==> config.mk <==
export PLATFORM = sky130hd
export DESIGN_NAME = uart_rx_capture_flat
export DESIGN_NICKNAME = d
export VERILOG_FILES = /design/src/rtl/uart_rx_capture_if.sv /design/src/rtl/uart_rx_capture.sv /design/src/flat_wrapper.sv
export SDC_FILE = /design/constraint.sdc
export NUM_CORES = 1
export LEC_CHECK = 0
export CAP_MARGIN = 0
export CORE_ASPECT_RATIO = 2
export CORE_MARGIN = 5
export CORE_UTILIZATION = 50
export CTS_CLUSTER_SIZE = 28
export DETAILED_ROUTE_END_ITERATION = 6
export MAX_ROUTING_LAYER = met4
export PLACE_DENSITY = 0.67
export SETUP_SLACK_MARGIN = 0.02
export SLEW_MARGIN = 15
export SYNTH_ARGS = -nofsm -noshare
export SYNTH_HDL_FRONTEND = slang
export SYNTH_SLANG_ARGS = --single-unit
==> constraint.sdc <==
create_clock -name CLK100MHZ -period 6 [get_ports CLK100MHZ]
set_input_delay 1.2 -clock CLK100MHZ [delete_from_list [all_inputs] [get_ports CLK100MHZ]]
set_output_delay 1.2 -clock CLK100MHZ [all_outputs]
set_load 0.005 [all_outputs]
==> src/rtl/uart_rx_capture_if.sv <==
// Byte drain port of the UART receiver: FWFT head plus valid/ready pop handshake.
interface uart_rx_capture_if;
    logic [7:0] out_data;
    logic       out_valid;
    logic       out_ready;

    modport master (output out_data, output out_valid, input out_ready);
    modport slave  (input out_data, input out_valid, output out_ready);
endinterface

==> src/rtl/uart_rx_capture.sv <==
// 8N1 UART receiver: mid-bit sampling of a synchronised rxd, bytes queued in a
// first-word-fall-through FIFO drained over a valid/ready interface.
module uart_rx_capture #(
    parameter int CLK_HZ     = 100000000,
    parameter int BAUD       = 115200,
    parameter int FIFO_DEPTH = 16
) (
    input  logic                          CLK100MHZ,
    input  logic                          fpga_rst,
    input  logic                          rxd,
    uart_rx_capture_if.master             out_if,
    output logic                          frame_err,
    output logic                          overflow,
    output logic [$clog2(FIFO_DEPTH):0]   fifo_count
);
    localparam int DIV = CLK_HZ / BAUD;
    localparam int BCW = $clog2(DIV);
    localparam int AW  = $clog2(FIFO_DEPTH);
    localparam int CW  = AW + 1;
    localparam logic [BCW-1:0] HALF = BCW'(DIV / 2 - 1);
    localparam logic [BCW-1:0] FULL = BCW'(DIV - 1);

    typedef enum logic [2:0] {IDLE, START, DATA, STOP, BRK} state_t;

    state_t         state, state_n;
    logic [BCW-1:0] bcnt, bcnt_n;
    logic [2:0]     bidx, bidx_n;
    logic [7:0]     shreg, shreg_n;
    logic           push, ferr_n;

    logic [1:0]     sync_q;
    logic           rxs, rxs_d;

    // Idle-high reset value keeps reset release from looking like a start edge.
    always_ff @(posedge CLK100MHZ) begin
        if (!fpga_rst) begin
            sync_q <= 2'b11;
            rxs_d  <= 1'b1;
        end else begin
            sync_q <= {sync_q[0], rxd};
            rxs_d  <= rxs;
        end
    end
    assign rxs = sync_q[1];

    always_ff @(posedge CLK100MHZ) begin
        if (!fpga_rst) begin
            state     <= IDLE;
            bcnt      <= '0;
            bidx      <= '0;
            shreg     <= '0;
            frame_err <= 1'b0;
        end else begin
            state     <= state_n;
            bcnt      <= bcnt_n;
            bidx      <= bidx_n;
            shreg     <= shreg_n;
            frame_err <= ferr_n;
        end
    end

    always_comb begin
        state_n = state;
        bcnt_n  = bcnt;
        bidx_n  = bidx;
        shreg_n = shreg;
        push    = 1'b0;
        ferr_n  = 1'b0;
        case (state)
            IDLE: begin
                if (!rxs && rxs_d) begin
                    state_n = START;
                    bcnt_n  = HALF;
                end
            end
            START: begin
                if (bcnt == '0) begin
                    if (!rxs) begin
                        state_n = DATA;
                        bcnt_n  = FULL;
                        bidx_n  = '0;
                    end else begin
                        state_n = IDLE;
                    end
                end else begin
                    bcnt_n = bcnt - 1'b1;
                end
            end
            DATA: begin
                if (bcnt == '0) begin
                    shreg_n = {rxs, shreg[7:1]};
                    bcnt_n  = FULL;
                    bidx_n  = bidx + 3'd1;
                    if (bidx == 3'd7) state_n = STOP;
                end else begin
                    bcnt_n = bcnt - 1'b1;
                end
            end
            STOP: begin
                if (bcnt == '0) begin
                    if (rxs) begin
                        push    = 1'b1;
                        state_n = IDLE;
                    end else begin
                        ferr_n  = 1'b1;
                        state_n = BRK;
                    end
                end else begin
                    bcnt_n = bcnt - 1'b1;
                end
            end
            BRK: begin
                if (rxs) state_n = IDLE;
            end
            default: state_n = IDLE;
        endcase
    end

    logic [7:0]    mem [FIFO_DEPTH];
    logic [AW-1:0] wptr, rptr;
    logic [7:0]    last_q;
    logic          pop, push_ok;

    assign pop     = out_if.out_valid & out_if.out_ready;
    // A pop in the same cycle frees the slot the push needs.
    assign push_ok = push & ((fifo_count < CW'(FIFO_DEPTH)) | pop);

    always_ff @(posedge CLK100MHZ) begin
        if (push_ok) mem[wptr] <= shreg;
    end

    always_ff @(posedge CLK100MHZ) begin
        if (!fpga_rst) begin
            wptr       <= '0;
            rptr       <= '0;
            fifo_count <= '0;
            overflow   <= 1'b0;
            last_q     <= '0;
        end else begin
            if (push_ok) wptr <= wptr + AW'(1);
            if (pop)     rptr <= rptr + AW'(1);
            case ({push_ok, pop})
                2'b10:   fifo_count <= fifo_count + CW'(1);
                2'b01:   fifo_count <= fifo_count - CW'(1);
                default: fifo_count <= fifo_count;
            endcase
            if (push && !push_ok) overflow <= 1'b1;
            last_q <= out_if.out_data;
        end
    end

    // Empty FIFO keeps presenting whatever byte was last on the port.
    assign out_if.out_valid = (fifo_count != '0);
    assign out_if.out_data  = out_if.out_valid ? mem[rptr] : last_q;
endmodule
==> src/flat_wrapper.sv <==
// flat-port wrapper written by rule: the top's interface ports become plain ports
module uart_rx_capture_flat 
#(
    parameter int CLK_HZ     = 100000000,
    parameter int BAUD       = 115200,
    parameter int FIFO_DEPTH = 16
)
  (CLK100MHZ, fpga_rst, rxd, frame_err, overflow, fifo_count, out_if_out_data, out_if_out_valid, out_if_out_ready);
  uart_rx_capture_if out_if_i ();
  input  logic CLK100MHZ;
  input  logic fpga_rst;
  input  logic rxd;
  output logic frame_err;
  output logic overflow;
  output logic [$clog2(FIFO_DEPTH):0] fifo_count;
  output wire logic [$bits(out_if_i.out_data)-1:0] out_if_out_data;
  output wire logic [$bits(out_if_i.out_valid)-1:0] out_if_out_valid;
  input wire logic [$bits(out_if_i.out_ready)-1:0] out_if_out_ready;
  assign out_if_out_data = out_if_i.out_data;
  assign out_if_out_valid = out_if_i.out_valid;
  assign out_if_i.out_ready = out_if_out_ready;
  uart_rx_capture #(.CLK_HZ(CLK_HZ), .BAUD(BAUD), .FIFO_DEPTH(FIFO_DEPTH)) u_core (.CLK100MHZ(CLK100MHZ), .fpga_rst(fpga_rst), .rxd(rxd), .out_if(out_if_i), .frame_err(frame_err), .overflow(overflow), .fifo_count(fifo_count));
endmodule
### M3 wires, run 1

Scale bar: 20 um.
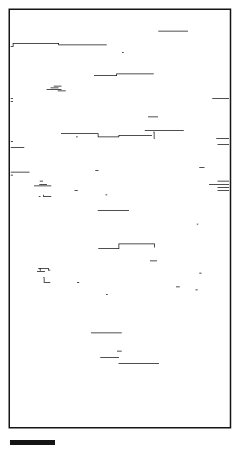
nets with wire on the layer = 36
share of all routed wire = 2.2%
main direction = horizontal
fraction of met3 tracks used by global routing: 3.51%
total vias in the final route: 4328
total wire length: 15.9 mm

### The metal 2 layer, run 1

Cells faint in the background.
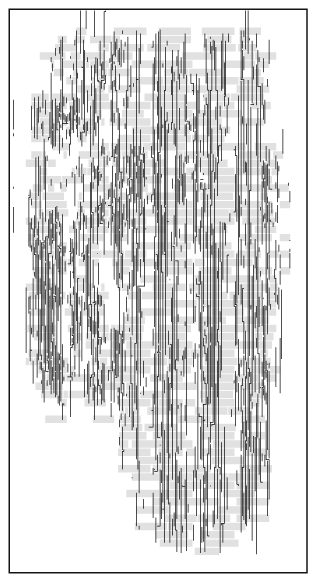
nets with wire on the layer = 473
longest straight run = 95.0 um
wire length on this layer = 9640 um
main direction = vertical

==> summary.txt, run 1 <==
Here are the numbers from the latest Yosys + OpenROAD run.

For this run, design rule violations remaining after detail routing come to 0. For this run, the detailed router's first-pass iteration total came to 5. The average vias per placed instance came out at 5.86.

The highest supply drop recorded on VDD is approximately 0.21 mV. A synthesized cell averages 15.1 sq um. The count of flip-flops with a built-in enable after synthesis is 128. Setup repair after global routing left no endpoint under its margin. The number of violations of the max-capacitance limit is 0. The net count of the finished layout came out at ~540.

The count of input and output buffers came out at 19. The family with the most delay on the worst path is flip-flops. Per the detail_route report, routed wire per instance is 21.6 um. The total negative setup slack came out at 0 ps.

Global routing consumed, on the met2 layer, about 38% of the routing resources. The most common logic cell in the final layout is sky130_fd_sc_hd__edfxtp_1. The leakage power figure came out at 2.96 nW. The share of async-settable or async-resettable flops after synthesis came out at 0%. The placed cell area came out at about 8000 sq um.

The floorplan step records an initial core utilization of 50.4%. The warning tally printed by Yosys for this design is 0. The biggest area contributor in the post-synthesis netlist is sky130_fd_sc_hd__edfxtp_1.

The DRC marker count from the first detailed-route iteration is 256. In this run the critical path is formed by buf_4 -> mux4_2 -> mux2i_1 -> a22oi_1 -> o21a_1 -> clkdlybuf4s50_1. Compared with the post-synthesis result, the final layout area differs by 12.2%. Per the GRT log, the top usage layer is met2. Counting cells, the worst reg-to-reg path comes to 13. The total inserted antenna cells came out at 0. Across all hold checks on the routed design, the worst slack comes to 406 ps.

The number of standard-cell rows in the floorplan is 64. The number of gates resized after CTS came out at 0. The number of nets at floorplan is around 520. The post-synthesis cell type with the largest instance count is sky130_fd_sc_hd__edfxtp_1. The root buffer cell chosen for the clock tree is sky130_fd_sc_hd__clkbuf_16. Routing resource usage on met1 recorded by global route was 18.6%.

The maximum buffer depth of the clock tree came out at 2. The core area came out at 15200 sq um. The top cell types in the final layout, fill and taps aside, are sky130_fd_sc_hd__edfxtp_1, sky130_fd_sc_hd__dfxtp_1, sky130_fd_sc_hd__mux4_2. The wire length of the first global-routing pass came out at 25.4 mm. The number of global-route vias before repair came out at 4620. The number of logged tool warnings came out at 31. The y dimension of the die is 185 um.

Synthesis produced a netlist whose cell count is between 500 and 600. The worst hold path cell count came out at 1. The final hold violation count recorded for this run is 0. TritonCTS built the clock tree. The worst-case register-to-register setup slack came out at about 2500 ps.

The post-route clock period utilization is about 73%. Pins over their slew limit in the final report were tallied at 0. Clock latency on the worst-skew pair, taken at its later pin, is between 400 and 500 ps. The global-route congestion overflow total is 0. The critical path depth is 6. The most used flip-flop cell is sky130_fd_sc_hd__edfxtp_1. The worst endpoint data arrival time came out at 3170 ps. The maximum number of pins on one net before global-route repair is 33. The end-of-flow timing check tallies setup violations at 0. The sequential element share of the synthesized area is 64.2%. CTS added clock buffers totalling 17. By count the netlist is led by sky130_fd_sc_hd__edfxtp_1, sky130_fd_sc_hd__dfxtp_1, sky130_fd_sc_hd__mux4_2.

The worst setup path is captured at an output port. The tally of unique sky130hd cells used after synthesis is 58. 20 I/O pins were placed. The utilization after layout is a little under three fifths. After synthesis the cells add up to 7670 sq um. The number of cells in the yosys synthesis report is 508. The nature of the critical path startpoint is a flip-flop.

The main area contributors are sky130_fd_sc_hd__edfxtp_1, sky130_fd_sc_hd__dfxtp_1, sky130_fd_sc_hd__mux4_2. The slew of the pin with the lowest slew margin is 930 ps. The ratio of cells with drive above 1 in the final layout is between 10% and 20%.

The post-route standard cell area excluding fillers is 8610 sq um. The final setup slack of the worst path is roughly 1600 ps. On the worst path, the slowest cell contributes a delay of 940 ps. The yosys stat chip area is 7670 sq um. The headroom to the max-slew limit came out at 38.0%. The type of the worst min-delay path is flip-flop to flip-flop.

The buffering stage count on the worst path with inverters included is 2. The run finished with clean final reports. Once the clock tree was built, the setup fixing pass inserted 0 buffers.

The area share of the leading cell type in the synthesized netlist is 50.1%. The number of nets with antenna violations after routing is 0. The worst-case setup slack after placement is 2000 ps. The horizontal die dimension came out at approximately 98 um. The deepest level of the CTS H-tree is 4. The congestion estimate from routability-driven global placement came to 0.846.

The maximum clock frequency is 229 MHz. The overall routing resource usage came out at 19.2%. The number of buffers inserted by hold repair at cts came out at 0. The clock transition at the register clock pins on the worst setup and hold paths after CTS is roughly 60 ps.

The initial antenna violation count was 0. The cell area power density came out at 292 nW/um^2.
### Register map, names as in the netlist, run 1

Other sequential cells in the stronger grey, the rest of the logic in the fainter grey.
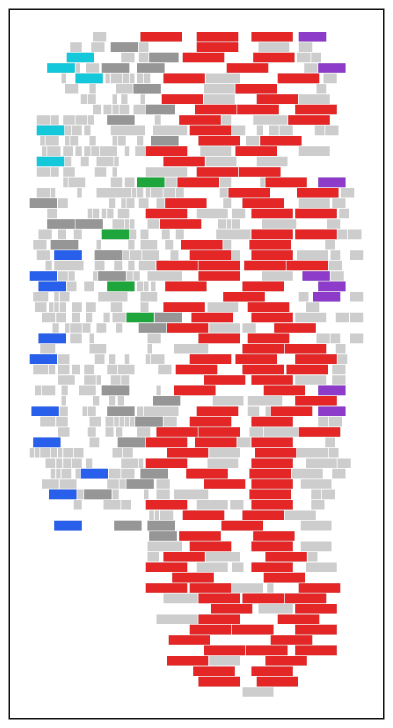
u_core.mem -> red  # placed flops 128
u_core.fifo_count -> cyan  # placed flops 5, where upper left
u_core.last_q -> purple  # placed flops 8
u_core.bcnt -> blue  # placed flops 10, where middle left
u_core.wptr -> green  # placed flops 4

run 1: logic make-up after synthesis:
kind of cell / synth area share [%]
flops: 64.2
xor+xnor: 0.685
fa+ha+maj: 1.96
compound gates: 8.52
mux: 12.9
simple gates: 9.95
buf+inv: 1.76
run 1: final timing paths:
check	start	end
worst max-delay path	flip-flop	out_if_out_data[7]
worst min-delay path	u_core.sync_q[0]	u_core.sync_q[1]
worst max register to register	u_core.bcnt[0]	u_core.fifo_count[2]
worst min register to register	u_core.sync_q[0]	u_core.sync_q[1]
run 1: final cells by class:
| class | instances | area, sq um |
|---|---|---|
| fillers | 1230 | 6610 |
| repair buffers | 22 | 213 |
| multi-input cells | 292 | 2610 |
| clock inverters | 14 | 135 |
| well taps | 198 | 248 |
| inverters | 12 | 45.0 |
| clock buffers | 18 | 429 |
| flip-flops and latches | 182 | 4930 |
run 1: per-layer routing:
metal	wire, um	vias to the layer above
li1	-	2047
met5	0	-
met1	5630	2182
met2	9640	75
met4	324	0
met3	348	24
run 1: registers in the layout (all words and copies together), names as in the netlist, named ones only:
register and cells:
u_core.rptr 4, u_core.rxs_d 1, u_core.shreg 8, u_core.mem 128, u_core.fifo_count 5, u_core.overflow 1
u_core.sync_q 2, u_core.wptr 4, u_core.frame_err 1, u_core.bidx 3, u_core.last_q 8, u_core.state 3
u_core.bcnt 10
run 1: power by group:
part	switching (mW)	total [mW]	internal (mW)
Sequential	0.0122	1.35	1.33
Combinational	0.0690	0.105	0.0359
Clock	0.451	1.06	0.609
==> run 2: changes to the inputs <==
- clock period: 6 -> 4.24 ns (I/O delays scaled with it)
### Gate-type map, run 2

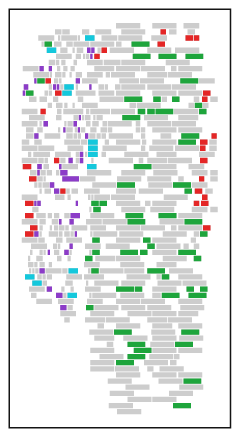
multiplexers -> green  # cells 59, most used mux4_2
AND-OR and OR-AND gates -> red  # cells 29, most used o21a_1
NAND gates -> purple  # cells 44, most used nand2_1
adder and majority cells -> cyan  # cells 12, most used ha_1

### M3 wires, run 2

Scale bar: 20 um.
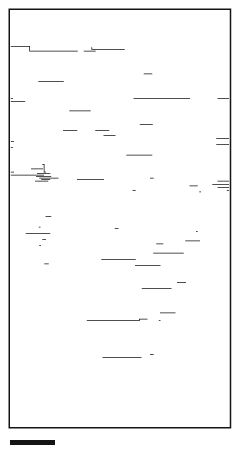
main direction = horizontal
wire length on this layer = 384 um
nets with wire on the layer = 43
longest straight run = 24.8 um
share of all routed wire = 2.5%

### The metal 2 layer, run 2

Cells faint in the background.
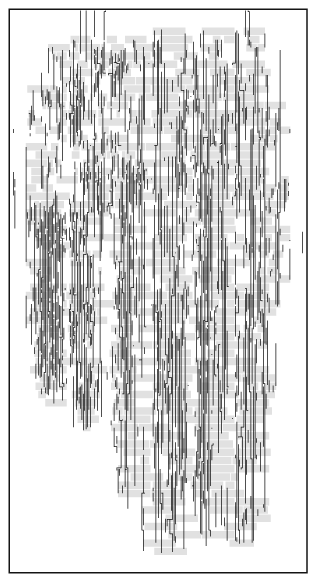
nets with wire on the layer = 489
share of all routed wire = 60%
main direction = vertical
wire length on this layer = 9440 um
longest straight run = 118 um

==> run 2 against run 1 <==
  * Combinational power rose by 43%
  * Sequential cell count did not move
  * Global-route usage fell by 0.37 points
==> summary.txt, run 2 <==
Here are the numbers from the latest Yosys + OpenROAD run.

The cell at the root of the clock tree is sky130_fd_sc_hd__clkbuf_16 (unchanged). The cell taking the most area after synthesis was sky130_fd_sc_hd__edfxtp_1 (unchanged). The maximum fanout along the worst path was 20 (was 25). The CTS tree is done (unchanged). The synthesized instance count is 508 (unchanged). The cell type of the slowest stage on the worst timing path is sky130_fd_sc_hd__dfxtp_2 (unchanged).

The DRC violations left is 0 (unchanged). The net count of the finished layout came out at 549 (was 543). Main area contributors: sky130_fd_sc_hd__edfxtp_1, sky130_fd_sc_hd__dfxtp_1, sky130_fd_sc_hd__mux4_2 (unchanged). The global-route congestion overflow total was 0 (unchanged). The number of nets with antenna violations after routing came out at 0 (unchanged). The initial antenna violation count is 0 (unchanged).

The layout overhead on the synthesized area came to 13.1% (was 12.2%). The initial core utilization was 50.4% (unchanged). The number of top-level pins came out at 20 (unchanged). The depth of the most critical reg-to-reg path is 13 (unchanged). The number of logged tool warnings is 31 (unchanged). The post-route standard cell area excluding fillers came to 8670 sq um (was 8610 sq um). The chip area was 18100 sq um (unchanged). The overall routing resource usage is 18.9% (was 19.2%). The half-perimeter wire length after placement is 11.2 mm (was 11.3 mm). The maximum number of pins on one net before global-route repair is 33 (unchanged). The final clock skew came out at 13.2 ps (was 12.5 ps).

The post-CTS setup repair buffer count is 0 (unchanged). The critical path depth is 6 (unchanged). The worst endpoint data arrival time is 2970 ps (was 3170 ps).

Unrepaired setup endpoints after global routing: false (unchanged). The most instantiated logic cell after routing is sky130_fd_sc_hd__edfxtp_1 (unchanged). The number of global-route vias before repair is 4629 (was 4620). The slew of the pin with the lowest slew margin came out at 908 ps (was 930 ps). Largest registers in the final layout: u_core.mem: 128 flops, u_core.bcnt: 10 flops (unchanged). The tally of unique sky130hd cells used after synthesis came out at 58 (unchanged). The DRC marker count from the first detailed-route iteration came out at 182 (was 256). The total of flip-flops plus latches after synthesis is 182 (unchanged). The number of clock sinks is 182 (unchanged). The core area came out at 15200 sq um (unchanged). The capturing element type of the critical path was an output port (unchanged).

Most frequent cells in the layout: sky130_fd_sc_hd__edfxtp_1, sky130_fd_sc_hd__dfxtp_1, sky130_fd_sc_hd__mux4_2 (unchanged). The number of flip-flops under the largest register name is 128 (unchanged). The synthesized area per cell is 15.1 sq um (unchanged). The TritonCTS buffer count is 17 (unchanged).

The maximum clock frequency is 262 MHz. The leakage power figure was 3.01 nW (was 2.96 nW). The post-detailed-route wirelength per cell was 21.0 um (was 21.6 um). The clock network fraction of design power is 42.7% (was 42.2%). The final-report max-slew violation count came out at 0 (unchanged). The via count of the routed design came to 4392 (was 4328). The worst hold path cell count is 1 (unchanged). The clock transition at the register clock pins on the worst setup and hold paths after CTS was 70 ps (was 60 ps). The switching power of the nets came out at 0.797 mW (was 0.532 mW). The logic gate share of total power came out at 4.2% (about the same). The family with the most delay on the worst path is flip-flops (unchanged). The horizontal die dimension came out at 97.6 um (unchanged). The number of violations of the max-capacitance limit came to 0 (unchanged). The register name with the most flops was u_core.mem (unchanged). The wire length after detailed routing is 15.7 mm (was 15.9 mm). Top cells by count, synth: sky130_fd_sc_hd__edfxtp_1, sky130_fd_sc_hd__dfxtp_1, sky130_fd_sc_hd__mux4_2 (unchanged). The deepest level of the CTS H-tree came out at 4 (unchanged). The number of cells in the yosys synthesis report came out at 508 (unchanged).

The post-synthesis cell type with the largest instance count is sky130_fd_sc_hd__edfxtp_1 (unchanged). The number of cells after detailed placement came out at 712 (was 706). The type of the worst min-delay path was flip-flop to flip-flop (unchanged). The wire length of the first global-routing pass is 25.2 mm (was 25.4 mm).

The clock period minus worst slack is approximately 3800 ps. The worst IR drop on VDD was 0.271 mV (was 0.213 mV). The y dimension of the die came to 185 um (unchanged). The placed cell area was 8090 sq um (was 8040 sq um). The headroom to the max-slew limit is 39.4% (was 38.0%).

The critical path class is flip-flop to output port (unchanged). The warning count from the yosys run came out at 0 (unchanged). The total power was 3.59 mW (was 2.51 mW). The most used flip-flop cell was sky130_fd_sc_hd__edfxtp_1 (unchanged). The required time at the endpoint of the critical path is 3390 ps (was 4800 ps). The number of gates resized after CTS was 0 (unchanged).

The number of endpoints failing setup at the final stage came to 0 (unchanged). Status: finished, final reports clean (unchanged). The number of standard cells in the layout, taps in and fillers out is 744 (was 738). The number of standard-cell rows in the floorplan is 64 (unchanged). The ratio of cells with drive above 1 in the final layout is 16.3% (was 14.8%).

The sequential element share of the synthesized area came out at 64.2% (unchanged). The area share of the leading cell type in the synthesized netlist is 50.1% (unchanged). The share of total power consumed by net switching came out at 22.2% (was 21.2%). Crit-path cells: buf_4 -> mux4_2 -> mux2i_1 -> a22oi_1 -> o21a_1 -> clkdlybuf4s50_1 (unchanged). The cell-internal power is 2.79 mW (was 1.98 mW). The hold slack came out at 411 ps (was 406 ps). The count of input and output buffers is 19 (unchanged).

The buffering stage count on the worst path with inverters included came out at 2 (unchanged). The total inserted antenna cells is 0 (unchanged). The number of nets at floorplan came to 524 (unchanged). The clock insertion delay at the later pin of the skew report is 420 ps (about the same). The count of flip-flops with a built-in enable after synthesis is 128 (unchanged). The number of buffers inserted by hold repair at cts was 0 (unchanged). The hold violation count in the final report came out at 0 (unchanged). The layout filler cell count is 1226 (was 1230).

The share of async-settable or async-resettable flops after synthesis came to 0% (unchanged). The total negative setup slack is 0 ps (unchanged). The post-route clock period utilization is between 90% and 100%. The iteration count of the initial detailed-routing pass came to 5 (unchanged). The yosys stat chip area is 7670 sq um (unchanged). The worst-case register-to-register setup slack came out at 820 ps (was 2530 ps). The routability congestion estimate came to 0.869 (was 0.846). The maximum buffer depth of the clock tree is 2 (unchanged). The sequential fraction of design power came to 53.1% (was 53.6%). The cell area power density came to 414 nW/um^2 (was 292 nW/um^2). The largest stage delay on the critical path is 760 ps (was 940 ps). The average vias per placed instance came out at 5.90 (was 5.86). The combined area of all synthesized cells came out at 7670 sq um (unchanged).

The nature of the critical path startpoint is a flip-flop (unchanged).
## run 2: cell families (layout without fill, tap and decap cells)
family / count (synthesis) / count (layout) / synth area share (%)
AND-OR/OR-AND: 91 / 91 / 8.52
XOR/XNOR: 6 / 6 / 0.685
adder cells (fa/ha/maj): 12 / 12 / 1.96
buffers and inverters: 34 / 72 / 1.76
flip-flops: 182 / 182 / 64.2
multiplexers: 59 / 59 / 12.9
AND/OR/NAND/NOR: 124 / 124 / 9.95
## run 2: path summary, 6_finish.rpt
check                   startpoint              endpoint
hold reg to reg   u_core.sync_q[0]      u_core.sync_q[1]
setup reg to reg    u_core.bcnt[0]  u_core.fifo_count[2]
setup / recovery         flip-flop    out_if_out_data[6]
hold / removal    u_core.sync_q[0]      u_core.sync_q[1]
## run 2: power by group through the flow
stage | combinational (mW) | clock [mW] | sequential [mW]
detailed placement | 0.148 | 0 | 1.94
global route | 0.162 | 1.64 | 1.91
finish | 0.150 | 1.53 | 1.91
CTS | 0.149 | 1.56 | 1.90
floorplan | 0.114 | 0 | 1.94
global placement | 0.143 | 0 | 1.94
## run 2: layout make-up
class                   instances  area (sq um)  area share (%)
inverters                      12          45.0           0.519
flip-flops and latches        182          4930            56.8
well taps                     198           248            2.86
repair buffers                 28           258            2.97
multi-input cells             292          2610            30.1
clock buffers                  20           489            5.64
clock inverters                12          98.8            1.14
## run 2: layer usage
layer	GRT usage (%)	vias up	share of wire, %
met5	-	-	0
li1	-	2074	-
met4	5.44	0	1.4
met3	2.98	18	2.5
met2	37.1	93	60
met1	18.9	2207	36
## run 2: metrics by stage
stage | utilization, % | setup slack, ps
5_1_grt | 57.0 | 229
4_1_cts | 57.0 | 329
6_report | 57.0 | 421
3_5_place_dp | 53.1 | 648
2_1_floorplan | - | 1260
3_3_place_gp | 53.1 | 747
==> run 3: changes to the inputs <==
- CORE_MARGIN: 5 -> not set
- clock period: 4.24 -> 4.9 ns (I/O delays scaled with it)
### M3 wires, run 3

Scale bar: 20 um.
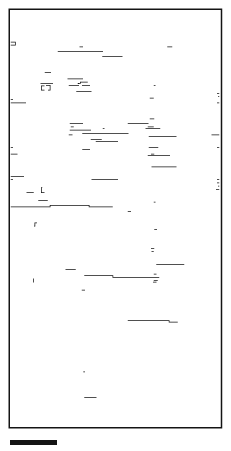
longest straight run = 19.5 um
main direction = horizontal
share of all routed wire = 2.4%
nets with wire on the layer = 43
total vias in the final route: 4366
total wire length: 15.2 mm
fraction of met3 tracks used by global routing: 3.78%

### Gate-type map, run 3

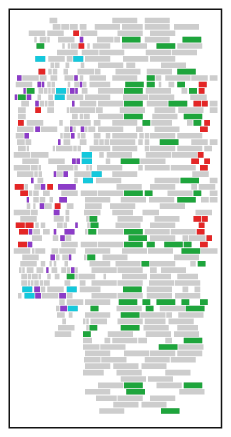
multiplexers -> green  # cells 59, most used mux4_2
adder and majority cells -> cyan  # cells 12, most used ha_1
NAND gates -> purple  # cells 44, most used nand2_1
AND-OR and OR-AND gates -> red  # cells 29, most used o21a_1
commonest non-fill, non-tap cell in the layout: sky130_fd_sc_hd__edfxtp_1
final cell count without fillers: 735
combinational fraction of the cell area: 30.3%

### The metal 2 layer, run 3

Cells faint in the background.
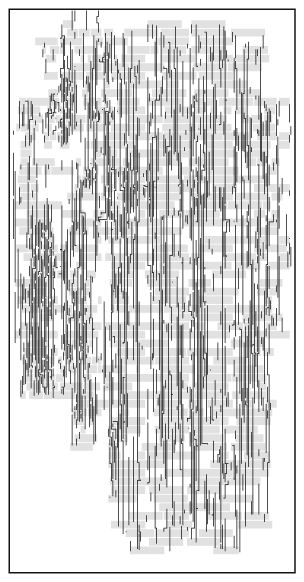
wire length on this layer = 9070 um
longest straight run = 87.0 um
nets with wire on the layer = 471

==> run 3 against run 2 <==
  * Die area is 12% lower
  * Sequential power is 14% lower
  * Global-route usage is 3.3 points higher
  * Power is 13% lower
  * Combinational power is 15% lower
  * Synthesized cell count stayed put
  * Clock-buffer cell count is 2 lower
  * Highest routed layer unchanged
==> summary.txt, run 3 <==
Here are the numbers from the latest Yosys + OpenROAD run.

Status: finished, final reports clean (unchanged). The xor/xnor share of the synthesized area was 0.685% (unchanged). The routability congestion estimate is 0.844 (was 0.869). The most used flip-flop cell is sky130_fd_sc_hd__edfxtp_1 (unchanged).

The net count of the finished layout is 543 (was 549). The number of gates resized after CTS is 0 (unchanged). The clock insertion delay at the later pin of the skew report is 430 ps (was 420 ps). Unrepaired setup endpoints after global routing: false (unchanged). The post-synthesis cell type with the largest instance count is sky130_fd_sc_hd__edfxtp_1 (unchanged). The required time at the endpoint of the critical path is 3920 ps (was 3390 ps).

The TritonCTS buffer count came out at 17 (unchanged). The average vias per placed instance came to 5.94 (was 5.90). The placed cell area was 8050 sq um (was 8090 sq um). The final setup slack of the worst path came out at 960 ps (was 421 ps). The overall routing resource usage is 22.1% (was 18.9%). The worst-case setup slack after placement came out at 1120 ps (was 648 ps). The main logic family after synthesis is multiplexers (unchanged). The slew of the pin with the lowest slew margin came out at 1080 ps (was 908 ps).

The half-perimeter wire length after placement is 10.5 mm (was 11.2 mm). The DRC violations left is 0 (unchanged). The area share of the leading cell type in the synthesized netlist was 50.1% (unchanged).

The horizontal die dimension came out at 89.6 um (was 97.6 um). The cell area power density came out at 360 nW/um^2 (was 414 nW/um^2). The hold violation count in the final report came to 0 (unchanged). The number of clock sinks came out at 182 (unchanged). The number of flip-flops under the largest register name is 128 (unchanged).

The synthesized instance count is 508 (unchanged). The ratio of cells with drive above 1 in the final layout is 15.0% (was 16.3%). The clock period minus worst slack came out at 3940 ps. The final-report max-slew violation count came out at 0 (unchanged).

The number of top-level pins is 20 (unchanged). The worst endpoint data arrival time is 2960 ps (was 2970 ps). The core area is 14900 sq um (was 15200 sq um). The synthesized area per cell came out at 15.1 sq um (unchanged). The deepest level of the CTS H-tree came out at 4 (unchanged). The share of async-settable or async-resettable flops after synthesis was 0% (unchanged). The layout filler cell count was 1139 (was 1226). The sequential element share of the synthesized area came out at 64.2% (unchanged). The chip area is 15900 sq um (was 18100 sq um).

The maximum buffer depth of the clock tree came out at 2 (unchanged). The CTS tree is done (unchanged). The y dimension of the die came out at 177 um (was 185 um). The number of buffers inserted by hold repair at cts was 0 (unchanged).

The number of cells in the yosys synthesis report is 508 (unchanged). The maximum clock frequency is 254 MHz. Main area contributors: sky130_fd_sc_hd__edfxtp_1, sky130_fd_sc_hd__dfxtp_1, sky130_fd_sc_hd__mux4_2 (unchanged). The family with the most delay on the worst path is flip-flops (unchanged). The cell type of the slowest stage on the worst timing path is sky130_fd_sc_hd__dfxtp_2 (unchanged). The combined area of all synthesized cells is 7670 sq um (unchanged). The total inserted antenna cells came out at 0 (unchanged). The count of flip-flops with a built-in enable after synthesis came out at 128 (unchanged).

The post-synthesis share of cell area spent on and-or and or-and gates came out at 8.52% (unchanged). The nature of the critical path startpoint is a flip-flop (unchanged). Most frequent cells in the layout: sky130_fd_sc_hd__edfxtp_1, sky130_fd_sc_hd__dfxtp_1, sky130_fd_sc_hd__mux4_2 (unchanged). The post-CTS setup repair buffer count was 0 (unchanged).

The largest stage delay on the critical path came out at 740 ps (was 760 ps). The wire length of the first global-routing pass is 24.3 mm (was 25.2 mm). The maximum fanout along the worst path came to 17 (was 20). The number of nets at floorplan came out at 524 (unchanged). The type of the worst min-delay path is flip-flop to flip-flop (unchanged).

The DRC marker count from the first detailed-route iteration is 212 (was 182). The global-route congestion overflow total is 0 (unchanged). The post-route standard cell area excluding fillers is 8620 sq um (was 8670 sq um). The layout overhead on the synthesized area came to 12.4% (was 13.1%).

The critical path class was flip-flop to output port (unchanged). The count of input and output buffers was 19 (unchanged). The cell taking the most area after synthesis was sky130_fd_sc_hd__edfxtp_1 (unchanged).

The iteration count of the initial detailed-routing pass came out at 5 (unchanged). The tally of unique sky130hd cells used after synthesis is 58 (unchanged). The number of standard-cell rows in the floorplan came out at 63 (was 64). The final clock skew came out at 8.85 ps (was 13.2 ps).

The post-synthesis simple-gate area fraction is 9.95% (unchanged). The cell at the root of the clock tree is sky130_fd_sc_hd__clkbuf_16 (unchanged). The number of nets with antenna violations after routing is 0 (unchanged).

The number of global-route vias before repair was 4535 (was 4629). Largest registers in the final layout: u_core.mem: 128 flops, u_core.bcnt: 10 flops (unchanged). The maximum number of pins on one net before global-route repair was 33 (unchanged). The total negative setup slack came out at 0 ps (unchanged). The clock transition at the register clock pins on the worst setup and hold paths after CTS is 70 ps (about the same).

The worst IR drop on VDD was 0.243 mV (was 0.271 mV). The yosys stat chip area is 7670 sq um (unchanged). The warning count from the yosys run came to 0 (unchanged). The leakage power figure is 2.95 nW (was 3.01 nW). The capturing element type of the critical path is an output port (unchanged). The hold slack came out at 413 ps (was 411 ps). The total of flip-flops plus latches after synthesis is 182 (unchanged). The fraction of the mapped netlist area in adder cells was 1.96% (unchanged). The post-detailed-route wirelength per cell is 20.7 um (was 21.0 um). The buffering stage count on the worst path with inverters included came out at 2 (unchanged). The number of violations of the max-capacitance limit came to 0 (unchanged). The register name with the most flops was u_core.mem (unchanged). The initial core utilization came to 51.5% (was 50.4%). The number of logged tool warnings was 31 (unchanged). The initial antenna violation count is 0 (unchanged).

Top cells by count, synth: sky130_fd_sc_hd__edfxtp_1, sky130_fd_sc_hd__dfxtp_1, sky130_fd_sc_hd__mux4_2 (unchanged). Crit-path cells: buf_12 -> mux4_2 -> mux2i_1 -> a22oi_1 -> o21a_1 -> clkdlybuf4s50_1 (was buf_4 -> mux4_2 -> mux2i_1 -> a22oi_1 -> o21a_1 -> clkdlybuf4s50_1). The headroom to the max-slew limit is 27.8% (was 39.4%). The share of synthesized area spent on multiplexers is 12.9% (unchanged). The number of endpoints failing setup at the final stage is 0 (unchanged). OpenROAD reports that the post-layout worst path occupies 80.4% of the period.
## run 3: cells by family (layout without fill, tap and decap cells)
kind of cell    count (synthesis)  count (layout)
fa+ha+maj                      12              12
mux                            59              59
compound gates                 91              91
buf+inv                        34              66
simple gates                  124             124
xor+xnor                        6               6
flops                         182             182
## run 3: area by class of cell
type,count,area [sq um],area share (%)
multi-input cells,292,2610,30.3
clock inverters,14,143,1.65
well taps,195,244,2.83
inverters,12,45.0,0.522
flip-flops and latches,182,4930,57.1
clock buffers,18,429,4.98
repair buffers,22,225,2.61
## run 3: worst paths after layout
kind,startpoint,to,slack (ps),depth (start not counted)
setup / recovery,flip-flop,out_if_out_data[6],960,6
setup reg to reg,u_core.bcnt[0],u_core.fifo_count[2],1430,13
hold / removal,u_core.sync_q[0],u_core.sync_q[1],410,1
hold reg to reg,u_core.sync_q[0],u_core.sync_q[1],410,1
## run 3: layer usage
layer | global-route usage (%) | share of wire, % | up-vias | routed length [um]
met5 | - | 0 | - | 0
met4 | 10.1 | 2.5 | 0 | 383
met1 | 21.8 | 36 | 2181 | 5410
met2 | 40.6 | 60 | 102 | 9070
met3 | 3.78 | 2.4 | 32 | 359
li1 | - | - | 2051 | -
## run 3: through the flow
| step | util, % | std cells | power [mW] |
|---|---|---|---|
| finish | 57.9 | 735 | 3.11 |
| global route | 57.9 | 735 | 3.19 |
| CTS | 57.9 | 735 | 3.12 |
| detailed placement | 54.0 | 703 | 1.81 |
| global placement | 54.0 | 703 | 1.80 |
| floorplan | - | 508 | 1.78 |
## run 3: where the power goes
group / internal (mW) / switching (mW)
combinational: 0.0439 / 0.0837
clock: 0.716 / 0.613
sequential: 1.63 / 0.0155
Power and IR drop assume default switching activity.
